**config.mk**
```make
export PLATFORM = sky130hd
export DESIGN_NAME = request_debouncer
export DESIGN_NICKNAME = d
export VERILOG_FILES = /design/src/rtl/traffic_pkg.sv /design/src/rtl/request_debouncer_debounce_filter.sv /design/src/rtl/request_debouncer.sv
export SDC_FILE = /design/constraint.sdc
export NUM_CORES = 1
export LEC_CHECK = 0
export ABC_AREA = 1
export CORE_AREA = 5 5 58 55
export DETAILED_ROUTE_END_ITERATION = 8
export DIE_AREA = 0 0 63 60
export HOLD_SLACK_MARGIN = 0.1
export PLACE_DENSITY = 0.58
export SLEW_MARGIN = 20
export SYNTH_ARGS = -nofsm -noshare
export SYNTH_HDL_FRONTEND = slang
export SYNTH_SLANG_ARGS = --single-unit
```
**constraint.sdc**
```tcl
create_clock -name clk -period 1.73 [get_ports clk]
set_clock_uncertainty 0.1 [all_clocks]
set_input_delay 0.173 -clock clk [delete_from_list [all_inputs] [get_ports clk]]
set_output_delay 0.173 -clock clk [all_outputs]
set_load 0.01 [all_outputs]
```
**src/rtl/traffic_pkg.sv**
```systemverilog
// Shared constants for the traffic controller's request inputs.
// One request_debouncer is instantiated per entry of req_idx_e.
package traffic_pkg;

    // Default number of stable cycles before a new input level is accepted
    localparam int DEFAULT_DEBOUNCE_CYCLES = 32'sd16;

    // Default width of the diagnostic press counter
    localparam int PRESS_W = 32'sd8;

    // Number of request inputs on the controller
    localparam int NUM_REQ = 32'sd4;

    // Request indices used when building the per-input debouncer array
    typedef enum logic [1:0] {
        PED_NS = 2'd0,
        PED_EW = 2'd1,
        CAR_NS = 2'd2,
        CAR_EW = 2'd3
    } req_idx_e;

endpackage

```
**src/rtl/request_debouncer_debounce_filter.sv**
```systemverilog
// Stability filter: a new level on sync_in is accepted only after it has
// persisted for DEBOUNCE_CYCLES consecutive samples. Any sample equal to the
// current debounced level restarts the count.
module debounce_filter #(
    parameter int DEBOUNCE_CYCLES = traffic_pkg::DEFAULT_DEBOUNCE_CYCLES
) (
    input  logic clk,
    input  logic rst_n,
    input  logic sync_in,
    output logic db_level,
    output logic accept
);

    // Counter width is derived from the stability length, never overridden
    localparam int CNT_W = $clog2(DEBOUNCE_CYCLES);
    localparam logic [CNT_W-1:0] LAST_C = CNT_W'(DEBOUNCE_CYCLES - 1);

    if (DEBOUNCE_CYCLES < 2) begin : g_param_check
        $error("debounce_filter: DEBOUNCE_CYCLES must be 2 or more");
    end

    logic [CNT_W-1:0] cnt_r;
    logic             db_level_r;

    // The level flips on this edge: input still differs and the count is full
    assign accept   = (sync_in != db_level_r) && (cnt_r == LAST_C);
    assign db_level = db_level_r;

    // Stability counter and debounced level register
    always_ff @(posedge clk or negedge rst_n) begin
        if (!rst_n) begin
            cnt_r      <= {CNT_W{1'b0}};
            db_level_r <= 1'b0;
        end else if (sync_in == db_level_r) begin
            cnt_r      <= {CNT_W{1'b0}};
            db_level_r <= db_level_r;
        end else if (accept) begin
            cnt_r      <= {CNT_W{1'b0}};
            db_level_r <= sync_in;
        end else begin
            cnt_r      <= cnt_r + CNT_W'(1'b1);
            db_level_r <= db_level_r;
        end
    end

endmodule

```
**src/rtl/request_debouncer.sv**
```systemverilog
// Request debouncer for one pedestrian-button or car-sensor input.
// Produces a clean level, one-cycle edge pulses, a request latch held until
// the traffic FSM acknowledges it, and a saturating press counter.
module request_debouncer #(
    parameter int DEBOUNCE_CYCLES = traffic_pkg::DEFAULT_DEBOUNCE_CYCLES,
    parameter int PRESS_W         = traffic_pkg::PRESS_W
) (
    input  logic               clk,
    input  logic               rst_n,
    input  logic               sync_in,
    input  logic               req_ack,
    input  logic               cnt_clr,
    output logic               db_level,
    output logic               rise_pulse,
    output logic               fall_pulse,
    output logic               req_pending,
    output logic [PRESS_W-1:0] press_count
);

    logic               db_level_s;
    logic               accept_s;
    logic               rise_s;
    logic               fall_s;
    logic               rise_pulse_r;
    logic               fall_pulse_r;
    logic               req_pending_r;
    logic [PRESS_W-1:0] press_count_r;

    debounce_filter #(
        .DEBOUNCE_CYCLES(DEBOUNCE_CYCLES)
    ) u_filter (
        .clk     (clk),
        .rst_n   (rst_n),
        .sync_in (sync_in),
        .db_level(db_level_s),
        .accept  (accept_s)
    );

    // The filter accepts the new sample level, so its value gives the edge type
    assign rise_s = accept_s & sync_in;
    assign fall_s = accept_s & ~sync_in;

    assign db_level    = db_level_s;
    assign rise_pulse  = rise_pulse_r;
    assign fall_pulse  = fall_pulse_r;
    assign req_pending = req_pending_r;
    assign press_count = press_count_r;

    // Edge pulses, request latch and press counter, all updated with db_level
    always_ff @(posedge clk or negedge rst_n) begin
        if (!rst_n) begin
            rise_pulse_r  <= 1'b0;
            fall_pulse_r  <= 1'b0;
            req_pending_r <= 1'b0;
            press_count_r <= {PRESS_W{1'b0}};
        end else begin
            rise_pulse_r <= rise_s;
            fall_pulse_r <= fall_s;

            // A new press wins over a simultaneous acknowledge so it is not lost
            if (rise_s) begin
                req_pending_r <= 1'b1;
            end else if (req_ack) begin
                req_pending_r <= 1'b0;
            end else begin
                req_pending_r <= req_pending_r;
            end

            // Clear has priority, but a press on the same edge still counts once
            if (cnt_clr) begin
                press_count_r <= rise_s ? PRESS_W'(1'b1) : {PRESS_W{1'b0}};
            end else if (rise_s && (press_count_r != {PRESS_W{1'b1}})) begin
                press_count_r <= press_count_r + PRESS_W'(1'b1);
            end else begin
                press_count_r <= press_count_r;
            end
        end
    end

endmodule

```
Figure 1. Floorplan with the power grid.
Pins as bars on the die edge.
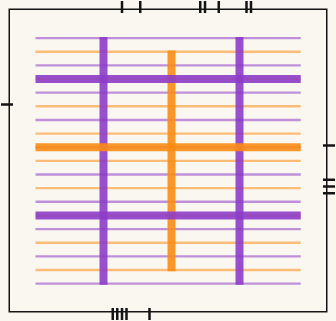
[purple] VSS
[orange] VDD
met4 straps: 3
rows: 18

Figure 2. Placed cells, one color a class.
Scale bar: 20 um.
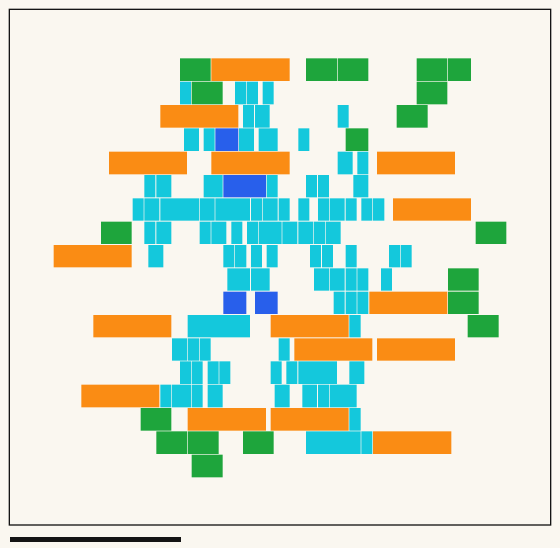
[blue] clock drivers and dummy loads | cells: 4 | share of their area: 3.4%
[green] remaining buffers and delay cells | cells: 19 | share of their area: 17%
[orange] sequential cells | cells: 16 | share of their area: 37%
[cyan] combinational and other logic | cells: 91 | share of their area: 42%

Figure 3. Clock distribution.
Scale bar: 20 um.
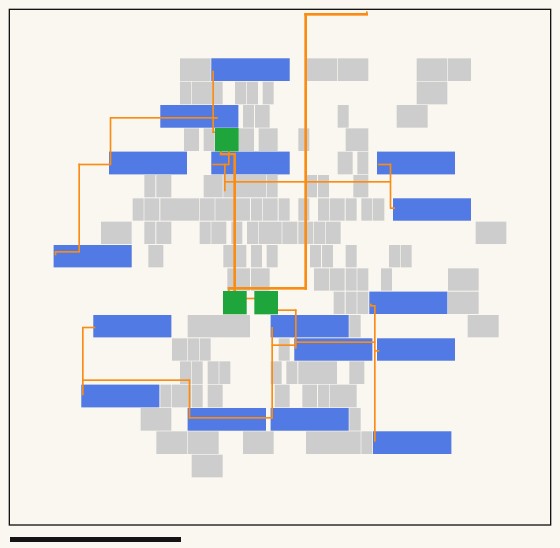
[green] clock drivers | count: 3
[blue] flip-flops | count: 16
[orange] clock wires | length: 232 um
routed clock nets: 4

Figure 4. Routed metal, one color a layer.
Only two layers are drawn.
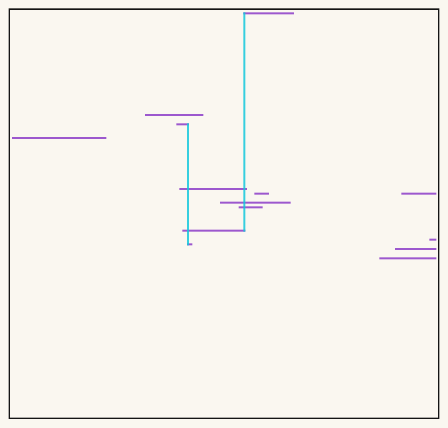
[cyan] metal 4 | wire length: 49.6 um
[purple] metal 3 | wire length: 84.1 um

==> results.txt <==
impl run done, here's what came out: status finished, final reports clean, Die Wd ~63 um, Setup WS pre-CTS between 0.15 and 0.2 ns, # resized after CTS 0, Crit path buffers/inverters 1, clock sink count 16, CTS Buf Count 3, WP data required 1.46 ns, Antenna diodes 0, R2R setup slack 0.21 ns, initial antenna violation count 0, adder-cell share of the synthesized area 0.0295, Max-Cap Viols 0, Worst setup EP type output pin, Final Cycle Share 0.952, yosys aoi share 0.0487, Max-Slew Margin vs Limit 0.799, Synth area leader dfrtp_1, post-synth top area share 0.472, maximum VDD drop 347 uV, first-pass detailed-route iteration total 5, top comb family, area simple AND/OR/NAND/NOR gates, critical path class flip-flop to output pin, number of global-route vias before repair 719, Cell Pwr Density a little over 600 nW/um^2, mux share 0, clk ins delay skew pair 0.28 ns, routability cong. 0.875, Crit Path Max Fanout 8, post-route ant nets 0, FF-to-FF path depth 8, reg-to-reg critical path startpoint press_count[0], via/cell ratio 4.74, # fillers around 270, area share of xor/xnor cells in the synthesized design 0.0103, slowest library cell on the worst path clkdlybuf4s50_1, Cell Type Count 20, Post-DP HPWL 1.36 mm, Crit path depth 1, IO Port Bufs 16, Total Neg Setup Slack 0 ns, Total Nets Final 138, Avg WL per Cell about 11 um, clock buffer depth 2, critical-path cell list clkdlybuf4s50_1, core area 2590 sq um, final total power 0.676 mW, hold_sp req_ack, Hold Violations, Final 0, Seq/Total Area, Yosys 0.472, gr ovfl total 0, hold buffers post-CTS 1, Yosys Instances 107, area reported by Yosys stat 848 sq um, worst-margin pin slew 0.300 ns, syn_area_per_cell 7.93 sq um, Hold Path Depth 2, nature of the critical path startpoint flip-flop, mapped cell area roughly 850 sq um, H-tree depth 1, Period minus WS final 1.65 ns
flip-flops by register name, summed over array words and instances, names as in the netlist:
name and cells:
u_filter.cnt_r 4, press_count 8, fall_pulse 1, req_pending 1
u_filter.db_level 1, rise_pulse 1
cell usage in the layout, fill, tap and decap left out, types with 2 or more instances in the layout:
cell type	n
a21oi_1	2
buf_4	2
clkbuf_4	3
clkdlybuf4s50_1	16
dfrtp_1	16
ha_1	2
inv_1	9
inv_2	2
nand2_1	29
nand3_1	17
nor2_1	15
nor3_1	2
o21ai_0	2
o21bai_1	2
layout make-up:
class / count / area [sq um] / share of cell area
Multi-Input combinational cell: 78 / 397 / 0.358
Clock buffer: 4 / 36.3 / 0.0328
Timing Repair Buffer: 19 / 185 / 0.167
Inverter: 13 / 51.3 / 0.0463
Tap cell: 30 / 37.5 / 0.0339
Sequential cell: 16 / 400 / 0.362
report_power, final:
| group | switching [mW] | total [mW] | internal (mW) | leakage (nW) |
|---|---|---|---|---|
| Clock | 0.120 | 0.248 | 0.128 | 0.0210 |
| Sequential | 0.00491 | 0.384 | 0.379 | 0.216 |
| Combinational | 0.0247 | 0.0438 | 0.0191 | 0.315 |
| Total | 0.149 | 0.676 | 0.526 | 0.552 |
cell usage after synthesis:
cell type   n
nor2_1     15
inv_1       9
nor2_2      1
inv_2       2
dfrtp_1    16
nand3_1    17
nand2_2     1
ha_1        2
nand2_1    29
nor3_1      2
a21oi_1     2
nor2_8      1
inv_4       1
o21ai_0     2
nand2_4     1
clkinv_1    1
o21bai_1    2
nand3_4     1
xor2_1      1
o22ai_1     1
routing by layer:
layer,routed length [um],track usage,up-vias
li1,-,-,388
met3,84,0.0282,4
met4,49,0.0667,0
met2,809,0.167,20
met1,859,0.138,346
met5,0,0,-
Power is estimated from default activity; no workload was simulated.
